--- config.mk ---
export PLATFORM = sky130hd
export DESIGN_NAME = uart_tx_fifo
export DESIGN_NICKNAME = d
export VERILOG_FILES = /design/src/rtl/uart_tx_fifo.sv
export SDC_FILE = /design/constraint.sdc
export NUM_CORES = 1
export LEC_CHECK = 0
export ABC_AREA = 1
export CAP_MARGIN = 30
export CORE_ASPECT_RATIO = 1.1
export CORE_MARGIN = 10
export CORE_UTILIZATION = 24
export DETAILED_ROUTE_END_ITERATION = 12
export SLEW_MARGIN = 20
export SYNTH_ARGS = -nofsm -noshare
export SYNTH_HDL_FRONTEND = slang
export SYNTH_SLANG_ARGS = --single-unit
--- constraint.sdc ---
create_clock -name clk -period 4.7 [get_ports clk]
set_clock_uncertainty 0.1 [all_clocks]
set_input_delay 0.94 -clock clk [delete_from_list [all_inputs] [get_ports clk]]
set_output_delay 0.94 -clock clk [all_outputs]
set_load 0.02 [all_outputs]
--- src/rtl/uart_tx_fifo.sv ---
// FIFO-buffered UART transmitter with runtime character format and baud divisor.
// Frames drain back-to-back; configuration is latched per frame when the head entry is popped.
module uart_tx_fifo #(
    parameter int unsigned DEPTH = 16,
    parameter int unsigned DIV_W = 20,
    parameter int unsigned CW    = $clog2(DEPTH) + 1
) (
    input  logic             clk,
    input  logic             reset,
    input  logic             wr_en,
    input  logic [7:0]       wr_data,
    input  logic [1:0]       data_bits,
    input  logic             pen,
    input  logic             ohel,
    input  logic             two_stop,
    input  logic [DIV_W-1:0] baud_div,
    input  logic             tx_en,
    input  logic             ovf_clr,
    output logic             tx,
    output logic             busy,
    output logic             empty,
    output logic             full,
    output logic [CW-1:0]    count,
    output logic             txrdy,
    output logic             overflow
);
    localparam int unsigned AW = $clog2(DEPTH);

    typedef enum logic [2:0] {StIdle, StStart, StData, StParity, StStop} state_e;

    logic [7:0]       mem [DEPTH];
    logic [AW-1:0]    wr_ptr_q, rd_ptr_q;
    logic [CW-1:0]    count_q;
    logic             overflow_q;
    logic             push, pop;
    logic [7:0]       head, mask;

    state_e           state_q, state_d;
    logic [7:0]       shift_q, shift_d;
    logic [2:0]       bit_cnt_q, bit_cnt_d;
    logic             stop_cnt_q, stop_cnt_d;
    logic [1:0]       bits_q, bits_d;
    logic             pen_q, pen_d;
    logic             par_q, par_d;
    logic             two_q, two_d;
    logic [DIV_W-1:0] div_q, div_d;
    logic [DIV_W-1:0] timer_q, timer_d;
    logic             tx_q, tx_d;
    logic             tick;

    assign empty    = (count_q == '0);
    assign full     = (count_q == CW'(DEPTH));
    assign push     = wr_en && !full;
    assign head     = mem[rd_ptr_q];
    assign mask     = 8'hFF >> (2'd3 - data_bits);
    assign tick     = (timer_q == div_q - DIV_W'(1));
    assign tx       = tx_q;
    assign busy     = (state_q != StIdle);
    assign count    = count_q;
    assign txrdy    = ~full;
    assign overflow = overflow_q;

    always_ff @(posedge clk) begin
        if (push) mem[wr_ptr_q] <= wr_data;
    end

    always_ff @(posedge clk or posedge reset) begin
        if (reset) begin
            wr_ptr_q   <= '0;
            rd_ptr_q   <= '0;
            count_q    <= '0;
            overflow_q <= 1'b0;
        end else begin
            if (push) wr_ptr_q <= wr_ptr_q + AW'(1);
            if (pop)  rd_ptr_q <= rd_ptr_q + AW'(1);
            if (push && !pop)      count_q <= count_q + CW'(1);
            else if (pop && !push) count_q <= count_q - CW'(1);
            // A dropped write wins over a simultaneous clear.
            if (wr_en && full) overflow_q <= 1'b1;
            else if (ovf_clr)  overflow_q <= 1'b0;
        end
    end

    always_ff @(posedge clk or posedge reset) begin
        if (reset) begin
            state_q    <= StIdle;
            shift_q    <= '0;
            bit_cnt_q  <= '0;
            stop_cnt_q <= 1'b0;
            bits_q     <= '0;
            pen_q      <= 1'b0;
            par_q      <= 1'b0;
            two_q      <= 1'b0;
            div_q      <= DIV_W'(1);
            timer_q    <= '0;
            tx_q       <= 1'b1;
        end else begin
            state_q    <= state_d;
            shift_q    <= shift_d;
            bit_cnt_q  <= bit_cnt_d;
            stop_cnt_q <= stop_cnt_d;
            bits_q     <= bits_d;
            pen_q      <= pen_d;
            par_q      <= par_d;
            two_q      <= two_d;
            div_q      <= div_d;
            timer_q    <= timer_d;
            tx_q       <= tx_d;
        end
    end

    always_comb begin
        state_d    = state_q;
        shift_d    = shift_q;
        bit_cnt_d  = bit_cnt_q;
        stop_cnt_d = stop_cnt_q;
        bits_d     = bits_q;
        pen_d      = pen_q;
        par_d      = par_q;
        two_d      = two_q;
        div_d      = div_q;
        timer_d    = (state_q == StIdle || tick) ? '0 : timer_q + DIV_W'(1);
        pop        = 1'b0;
        tx_d       = 1'b1;

        unique case (state_q)
            StIdle: begin
                if (tx_en && !empty) pop = 1'b1;
            end
            StStart: begin
                if (tick) begin
                    state_d   = StData;
                    bit_cnt_d = '0;
                end
            end
            StData: begin
                if (tick) begin
                    shift_d = shift_q >> 1;
                    if (bit_cnt_q == {1'b0, bits_q} + 3'd4) begin
                        state_d    = pen_q ? StParity : StStop;
                        stop_cnt_d = 1'b0;
                    end else begin
                        bit_cnt_d = bit_cnt_q + 3'd1;
                    end
                end
            end
            StParity: begin
                if (tick) begin
                    state_d    = StStop;
                    stop_cnt_d = 1'b0;
                end
            end
            StStop: begin
                if (tick) begin
                    if (two_q && !stop_cnt_q) stop_cnt_d = 1'b1;
                    else if (tx_en && !empty) pop = 1'b1;
                    else                      state_d = StIdle;
                end
            end
            default: state_d = StIdle;
        endcase

        // Popping the head starts a new frame and snapshots its format.
        if (pop) begin
            state_d = StStart;
            shift_d = head;
            bits_d  = data_bits;
            pen_d   = pen;
            two_d   = two_stop;
            par_d   = ^(head & mask) ^ ohel;
            div_d   = (baud_div == '0) ? DIV_W'(1) : baud_div;
            timer_d = '0;
        end

        unique case (state_d)
            StStart:  tx_d = 1'b0;
            StData:   tx_d = shift_d[0];
            StParity: tx_d = par_d;
            default:  tx_d = 1'b1;
        endcase
    end

endmodule

Fig. 1: run 1, met1 routing
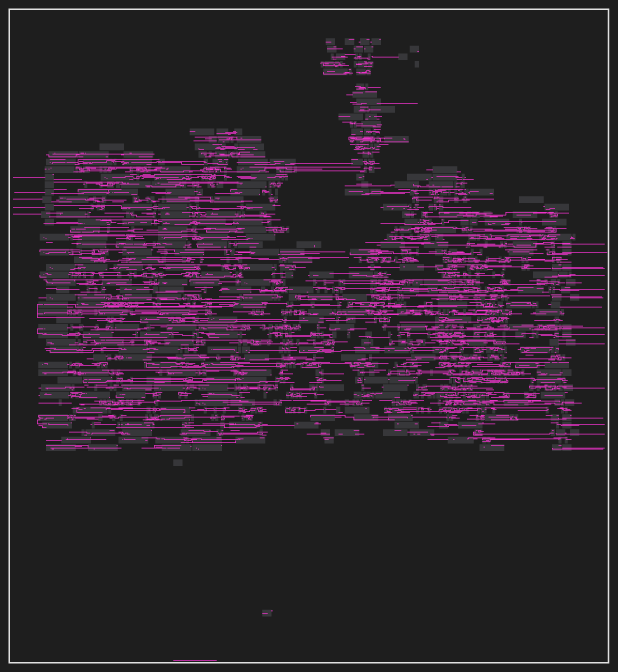
wire length on this layer	11500 microns
nets with wire on the layer	1195
main direction	horizontal

Fig. 2: run 1, the metal 2 layer
The bar under the picture is 50 microns long.
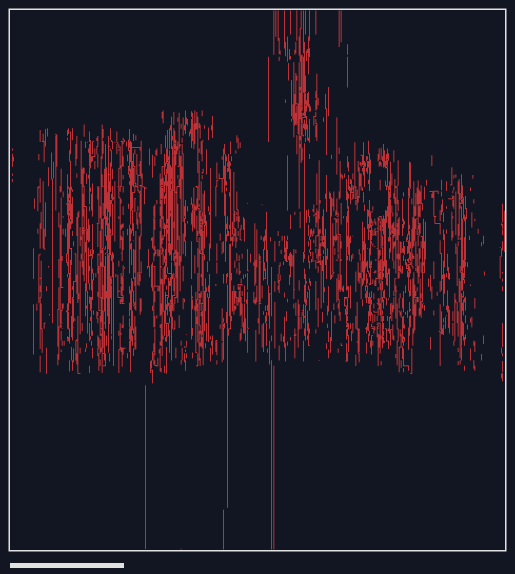
main direction	vertical
wire length on this layer	12200 microns
nets with wire on the layer	942
share of all routed wire	49%

Fig. 3: run 1, M3 wires
The bar under the picture is 50 microns long.
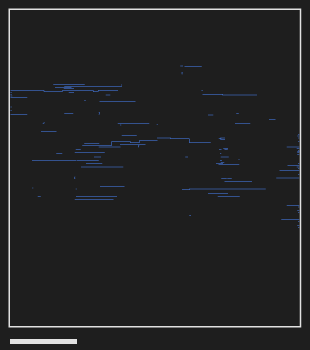
share of all routed wire	3.9%
nets with wire on the layer	70
wire length on this layer	982 microns

==> flow_metrics.tcl, run 1 <==
# flow metrics
set metrics [dict create \
    fp.coreArea_sq_um 42100 \
    cp_max_fo 20 \
    synth.distinct_cells 47 \
    power.internal_mw 4.22 \
    power_leakage_nw 5.07 \
    root_buffer "clkbuf_16" \
    r2r_setup_slack_ps 980 \
    antenna_found_initial 0 \
    grt_pass1_wl_microns 39800 \
    hold_violations 0 \
    track_usage_pct 9.53 \
    critical_path.max_stage_delay_ps 370 \
    clock_buffers 34 \
    hold_path_end "shift_q[5]$_DFFE_PP0P_" \
    status "complete, no violations" \
    postRouteAntennaNets 0 \
    comb-cell-share_pct 31.6 \
    nNonClkInverters 126 \
    cp_slowest_cell "dfstp_2" \
    most-common-layout-cells "nand2_1, nor2_1, edfxtp_1" \
    fp_util_pct 24.1 \
    cp.depth 24 \
    area_growth_pct 18.1 \
    die_w_microns 216 \
    compound_area_share_pct 4.93 \
    tool_warnings 29 \
    layout_min_cycle_time_ps 3720 \
    met3_length_microns 982 \
    hold_path_depth 2 \
    ff2ff_path_depth 24 \
    crit_buf_inv 3 \
    synthesis.area_sq_um 10200 \
    powerDensity_nw_per_um2 591 \
    timing_worst_setup_path_type "reg2reg" \
    power_mw 7.10 \
    ys_sh_xor_pct 2.58 \
    grt_busiest_layer "met2" \
    pg_clk_mw 1.79 \
    edf_count 128 \
    final.setup.worst_slack_ps 985 \
    fillCellCount 4514 \
    met1Wirelength_microns 11500 \
    powerComb_mw 2.77 \
    avgViaCountPerCell 4.27 \
    maxSlewHeadroom_pct 42.9 \
    synth.area.top_cells "edfxtp_1, dfrtp_1, nand2_1, nor2_1, inv_1" \
    yosys.stat.seqShare_pct 56.3 \
    cpMostUsedCell "nand2_1" \
]
==> run 2: changes to the inputs <==
==> constraint.sdc (replaced) <==
create_clock -name clk -period 3.8 [get_ports clk]
set_clock_uncertainty 0.1 [all_clocks]
set_input_delay 0.76 -clock clk [delete_from_list [all_inputs] [get_ports clk]]
set_output_delay 0.76 -clock clk [all_outputs]
set_load 0.02 [all_outputs]
Fig. 4: run 2, the metal 2 layer
The bar under the picture is 50 microns long.
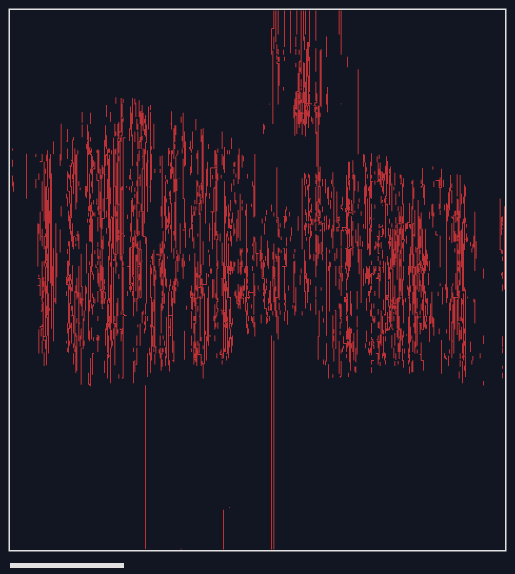
longest straight run	93.3 microns
main direction	vertical
nets with wire on the layer	969

Fig. 5: run 2, met1 routing
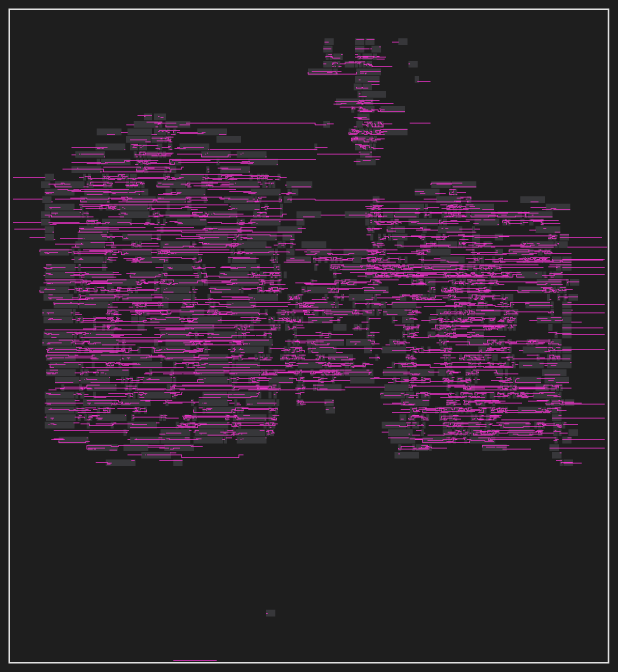
main direction	horizontal
nets with wire on the layer	1197
wire length on this layer	11300 microns
longest straight run	62.1 microns
share of all routed wire	46%

Fig. 6: run 2, the clock network
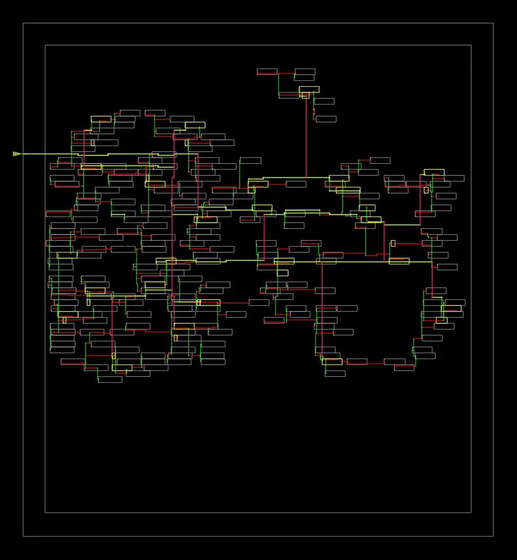
cts bufs inserted: 23
Latency at later pin: 530 ps
Clock Sinks: 203
Clock buffer cells: 32
Flops: 203

==> run 2 against run 1 <==
Compared with the run above:
- synthesized area unchanged
- sequential power increased by 24%
- register-to-register slack got worse by 650 ps
- setup slack got worse by 650 ps
- hold slack got worse by 18 ps
- clock-buffer cell count decreased by 2
- critical path type unchanged
==> flow_metrics.tcl, run 2 <==
# flow metrics
set metrics [dict create \
    track_usage_pct 9.53 \
    cp_max_fo 5 \
    synthesis.area_sq_um 10200 \
    grt_pass1_wl_microns 39900 \
    powerDensity_nw_per_um2 719 \
    fp_util_pct 24.1 \
    crit_buf_inv 2 \
    compound_area_share_pct 4.93 \
    fp.coreArea_sq_um 42100 \
    final.setup.worst_slack_ps 334 \
    maxSlewHeadroom_pct 47.8 \
    hold_path_depth 2 \
    ff2ff_path_depth 20 \
    grt_busiest_layer "met2" \
    hold_violations 0 \
    avgViaCountPerCell 4.28 \
    synth.distinct_cells 47 \
    cp_slowest_cell "dfstp_2" \
    ys_sh_xor_pct 2.58 \
    power.internal_mw 5.16 \
    pg_clk_mw 2.13 \
    edf_count 128 \
    status "complete, no violations" \
    timing_worst_setup_path_type "reg2reg" \
    antenna_found_initial 0 \
    r2r_setup_slack_ps 330 \
    yosys.stat.seqShare_pct 56.3 \
    comb-cell-share_pct 31.4 \
    most-common-layout-cells "nand2_1, nor2_1, edfxtp_1" \
]
Power figures rest on the tool's default switching activity, not on a simulated workload.
